==> config.mk <==
export PLATFORM = sky130hd
export DESIGN_NAME = prime_checker_param_flat
export DESIGN_NICKNAME = d
export VERILOG_FILES = /design/src/rtl/prime_checker_param_if.sv /design/src/rtl/prime_checker_param.sv /design/src/flat_wrapper.sv
export SDC_FILE = /design/constraint.sdc
export NUM_CORES = 1
export LEC_CHECK = 0
export CORE_MARGIN = 10
export CORE_UTILIZATION = 62
export DETAILED_ROUTE_END_ITERATION = 12
export PLACE_DENSITY = 0.8
export SYNTH_ARGS = -nofsm -noshare
export SYNTH_HDL_FRONTEND = slang
export SYNTH_SLANG_ARGS = --single-unit
==> constraint.sdc <==
create_clock -name clk -period 15.16 [get_ports clk]
set_input_delay 3.032 -clock clk [delete_from_list [all_inputs] [get_ports clk]]
set_output_delay 3.032 -clock clk [all_outputs]
set_load 0.1 [all_outputs]
==> src/rtl/prime_checker_param_if.sv <==
// Handshake bundle for the prime checker: a controller drives start/num/abort
// and the checker returns busy/done plus the result pair.
interface prime_checker_param_if #(
  parameter int WIDTH = 16
);
  logic             start;
  logic [WIDTH-1:0] num;
  logic             abort;
  logic             busy;
  logic             done;
  logic             is_prime;
  logic [WIDTH-1:0] factor;

  modport master (output start, num, abort, input busy, done, is_prime, factor);
  modport slave  (input start, num, abort, output busy, done, is_prime, factor);
endinterface

==> src/rtl/prime_checker_param.sv <==
// Primality test by odd-only trial division; each remainder is produced by a
// WIDTH-cycle restoring shift-subtract divider. Reports smallest prime factor.
module prime_checker_param #(
  parameter int WIDTH = 16
) (
  input  logic                 clk,
  input  logic                 rst_n,
  prime_checker_param_if.slave bus
);
  localparam int CNT_W = $clog2(WIDTH) + 1;
  localparam int SQ_W  = 2 * WIDTH + 4;

  typedef enum logic [1:0] {IDLE, PRE, DIV, EVAL} state_t;

  state_t           state_q, state_d;
  logic [WIDTH-1:0] n_q, n_d;
  logic [WIDTH:0]   d_q, d_d;
  logic [WIDTH:0]   r_q, r_d;
  logic [CNT_W-1:0] cnt_q, cnt_d;
  logic             done_q, done_d;
  logic             is_prime_q, is_prime_d;
  logic [WIDTH-1:0] factor_q, factor_d;

  logic             accept;
  logic             pre_special;
  logic             div_last;
  logic             n_bit;
  logic [WIDTH:0]   r_shift;
  logic             r_zero;
  logic             sq_over;

  // (d+2)^2 > n, computed wide enough that the square cannot wrap
  function automatic logic square_exceeds(input logic [WIDTH:0] d, input logic [WIDTH-1:0] n);
    logic [SQ_W-1:0] dp2;
    dp2 = SQ_W'(d) + SQ_W'(2);
    return (dp2 * dp2) > SQ_W'(n);
  endfunction

  assign accept      = bus.start && !bus.abort;
  assign pre_special = (n_q < WIDTH'(4)) || !n_q[0];
  assign div_last    = (cnt_q == CNT_W'(WIDTH - 1));
  assign n_bit       = |(n_q & (WIDTH'(1) << (CNT_W'(WIDTH - 1) - cnt_q)));
  assign r_shift     = {r_q[WIDTH-1:0], n_bit};
  assign r_zero      = (r_q == '0);
  assign sq_over     = square_exceeds(d_q, n_q);

  always_ff @(posedge clk or negedge rst_n) begin
    if (!rst_n) begin
      state_q    <= IDLE;
      cnt_q      <= '0;
      done_q     <= 1'b0;
      is_prime_q <= 1'b0;
      factor_q   <= '0;
    end else begin
      state_q    <= state_d;
      cnt_q      <= cnt_d;
      done_q     <= done_d;
      is_prime_q <= is_prime_d;
      factor_q   <= factor_d;
    end
  end

  always_ff @(posedge clk) begin
    n_q <= n_d;
    d_q <= d_d;
    r_q <= r_d;
  end

  // abort outranks any terminal decision taken in the same cycle
  always_comb begin
    state_d = state_q;
    unique case (state_q)
      IDLE: if (accept) state_d = PRE;
      PRE:  if (bus.abort || pre_special) state_d = IDLE;
            else state_d = DIV;
      DIV:  if (bus.abort) state_d = IDLE;
            else if (div_last) state_d = EVAL;
      EVAL: if (bus.abort || r_zero || sq_over) state_d = IDLE;
            else state_d = DIV;
      default: state_d = IDLE;
    endcase
  end

  always_comb begin
    n_d        = n_q;
    d_d        = d_q;
    r_d        = r_q;
    cnt_d      = cnt_q;
    done_d     = 1'b0;
    is_prime_d = is_prime_q;
    factor_d   = factor_q;
    unique case (state_q)
      IDLE: if (accept) n_d = bus.num;
      PRE: begin
        if (!bus.abort) begin
          if (n_q < WIDTH'(2)) begin
            done_d     = 1'b1;
            is_prime_d = 1'b0;
            factor_d   = '0;
          end else if (n_q < WIDTH'(4)) begin
            done_d     = 1'b1;
            is_prime_d = 1'b1;
            factor_d   = n_q;
          end else if (!n_q[0]) begin
            done_d     = 1'b1;
            is_prime_d = 1'b0;
            factor_d   = WIDTH'(2);
          end else begin
            d_d   = (WIDTH + 1)'(3);
            r_d   = '0;
            cnt_d = '0;
          end
        end
      end
      DIV: begin
        r_d   = (r_shift >= d_q) ? (r_shift - d_q) : r_shift;
        cnt_d = cnt_q + CNT_W'(1);
      end
      EVAL: begin
        if (!bus.abort) begin
          if (r_zero) begin
            done_d     = 1'b1;
            is_prime_d = 1'b0;
            factor_d   = d_q[WIDTH-1:0];
          end else if (sq_over) begin
            done_d     = 1'b1;
            is_prime_d = 1'b1;
            factor_d   = n_q;
          end else begin
            d_d   = d_q + (WIDTH + 1)'(2);
            r_d   = '0;
            cnt_d = '0;
          end
        end
      end
      default: ;
    endcase
  end

  assign bus.busy     = (state_q != IDLE);
  assign bus.done     = done_q;
  assign bus.is_prime = is_prime_q;
  assign bus.factor   = factor_q;
endmodule

==> src/flat_wrapper.sv <==
// flat-port wrapper written by rule: the top's interface ports become plain ports
module prime_checker_param_flat 
#(
  parameter int WIDTH = 16
)
  (clk, rst_n, bus_start, bus_num, bus_abort, bus_busy, bus_done, bus_is_prime, bus_factor);
  prime_checker_param_if #(.WIDTH(WIDTH)) bus_i ();
  input  logic clk;
  input  logic rst_n;
  input wire logic [$bits(bus_i.start)-1:0] bus_start;
  input wire logic [$bits(bus_i.num)-1:0] bus_num;
  input wire logic [$bits(bus_i.abort)-1:0] bus_abort;
  output wire logic [$bits(bus_i.busy)-1:0] bus_busy;
  output wire logic [$bits(bus_i.done)-1:0] bus_done;
  output wire logic [$bits(bus_i.is_prime)-1:0] bus_is_prime;
  output wire logic [$bits(bus_i.factor)-1:0] bus_factor;
  assign bus_i.start = bus_start;
  assign bus_i.num = bus_num;
  assign bus_i.abort = bus_abort;
  assign bus_busy = bus_i.busy;
  assign bus_done = bus_i.done;
  assign bus_is_prime = bus_i.is_prime;
  assign bus_factor = bus_i.factor;
  prime_checker_param #(.WIDTH(WIDTH)) u_core (.clk(clk), .rst_n(rst_n), .bus(bus_i));
endmodule
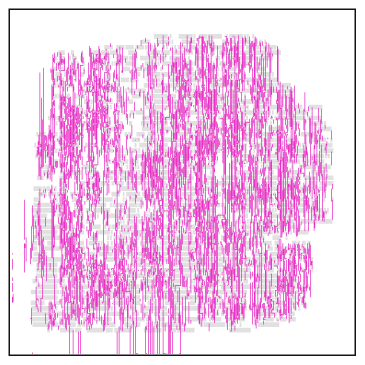
*Met2 routing*
Drawn at 2 px/micron. Cells faint in the background.
The layer holds 46% of the routed length. 1732 nets have wire on it. The longest straight run is 65.8 microns. The wires run mostly vertical. The layer carries 17800 microns of wire.

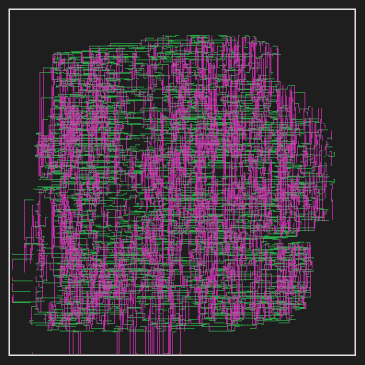
*Routed metal, one colour a layer*
Drawn at 2 px/micron. Two of the layers only.
metal 2: in magenta, wire length 17800 microns. metal 1: in green, wire length 15600 microns.

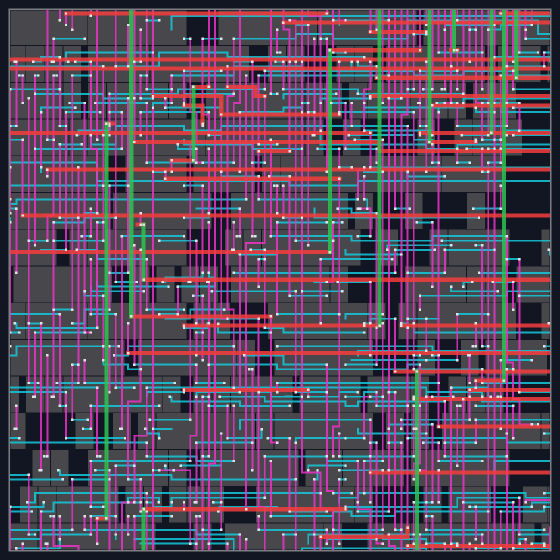
*A small window of the routed layout*
Region (66, 66) to (106, 106) microns. Cells in grey, sequential cells in the stronger grey; small squares are vias.
metal 1: in cyan. metal 3: in red. metal 4: in green. metal 2: in magenta.
Sequential cells in the window: 0. Most frequent: inv_1 (57), fa_1 (34), ha_1 (16). 144 logic cells have their middle in the window.

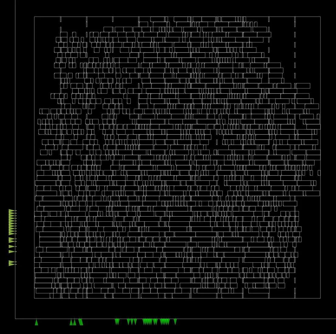
*Cell outlines without signal wires*
seq_cells: 74
row count: 55
flop share of the area: 13.62%

==> results.json <==
{
  "status": "complete, no violations",
  "aoi_share_pct": 12.26,
  "grt_usage_pct": 27.52,
  "top_power_group": "combinational cells",
  "tool_warnings": 34,
  "routed_wl_microns": 38830,
  "reg2reg_from": "u_core.d_q[1]",
  "top_cell": "inv_1",
  "syn_to_final_growth_pct": 7.030,
  "wl_met3_microns": 3954,
  "setup_slack_ns": 4.333,
  "top_cell_area_share_pct": 31.32,
  "max-cap-violations": 0,
  "ys_seq_share_pct": 14.58,
  "syn_area_per_cell_sq_um": 9.021,
  "antennaDiodeCount": 0,
  "cts-buffers-inserted": 9,
  "synth-main-ff-cell": "edfxtp_1",
  "netSwitchingPower_uw": 862.6,
  "num_tap_cells": 285,
  "ys.flops": 74,
  "simple_gate_share_pct": 12.43,
  "buffers": 52,
  "worst_pin_slew_ns": 1.113,
  "largest_class": "logic gates",
  "synth.area.mux_share_pct": 2.410,
  "finalSetupViolations": 0,
  "routabilityCongestion": 1.023,
  "ir_drop_mv": 0.1382,
  "fin_tns_setup_ns": 0,
  "p_comb_share_pct": 72.3,
  "regArea_sq_mm": 0.002097,
  "core_util_floorplan_pct": 63.32,
  "place_area_sq_mm": 0.01510,
  "yosys.stat.chipArea_sq_mm": 0.01438,
  "comb-power_mw": 1.19,
  "critPathLaunch": "u_core.d_q[1]",
  "final_nets": 2017,
  "wl_met2_microns": 17810,
  "fin_crit_sh_pct": 71.41,
  "critical-path-slowest-cell": "edfxtp_1",
  "drive_above_1_share_pct": 3.558,
  "grt_pass1_wl_microns": 64230,
  "utilization_pct": 67.77,
  "synth.logic.top_family": "adder cells",
  "pg_clk_uw": 211,
  "arrival_ns": 10.79,
  "cp_max_fo": 17,
  "logic_gates": 1110,
  "ant_nets": 0,
  "regMostFlops": "u_core.r_q",
  "post_cts_resized": 0,
  "port_buffers": 38,
  "start_kind": "flop",
  "root_buffer": "clkbuf_16",
  "use_met1_pct": 36.36,
  "edf_count": 49,
  "antenna_found_initial": 0,
  "die_height_microns": 172.3,
  "gr-total-overflow": 0,
  "max_freq_mhz": 92.37,
  "leakage_nw": 7.629,
  "cp_data_required_time_ns": 15.12,
  "maxSlewViolCount": 0,
  "synthCells": 1594,
  "drtIter0Drc": 1271,
  "crit_path_end_kind": "flop",
  "p_sw_share_pct": 52.27,
  "post-place-ws_ns": 4.593,
  "synthTopCellsByArea": "fa_1, ha_1, edfxtp_1",
  "path_depth": 33,
  "sh_comb_area_pct": 69.78
}
==> layout by cell type, fill, tap and decap left out, types with 11 or more instances in the layout <==
| cell type | n |
|---|---|
| inv_1 | 371 |
| fa_1 | 225 |
| ha_1 | 147 |
| nor2_1 | 140 |
| nand2_1 | 120 |
| a21oi_1 | 63 |
| edfxtp_1 | 49 |
| o21ai_0 | 44 |
| clkdlybuf4s50_1 | 38 |
| xnor2_1 | 37 |
| dfrtp_1 | 25 |
| nand3_1 | 24 |
| nand4_1 | 18 |
| a211oi_1 | 18 |
| mux2i_1 | 17 |
| a21o_1 | 15 |
| nor3_1 | 14 |
| xor2_1 | 14 |
| a22o_1 | 14 |
| buf_4 | 14 |
| conb_1 | 12 |
| nor4_1 | 11 |
| o211ai_1 | 11 |
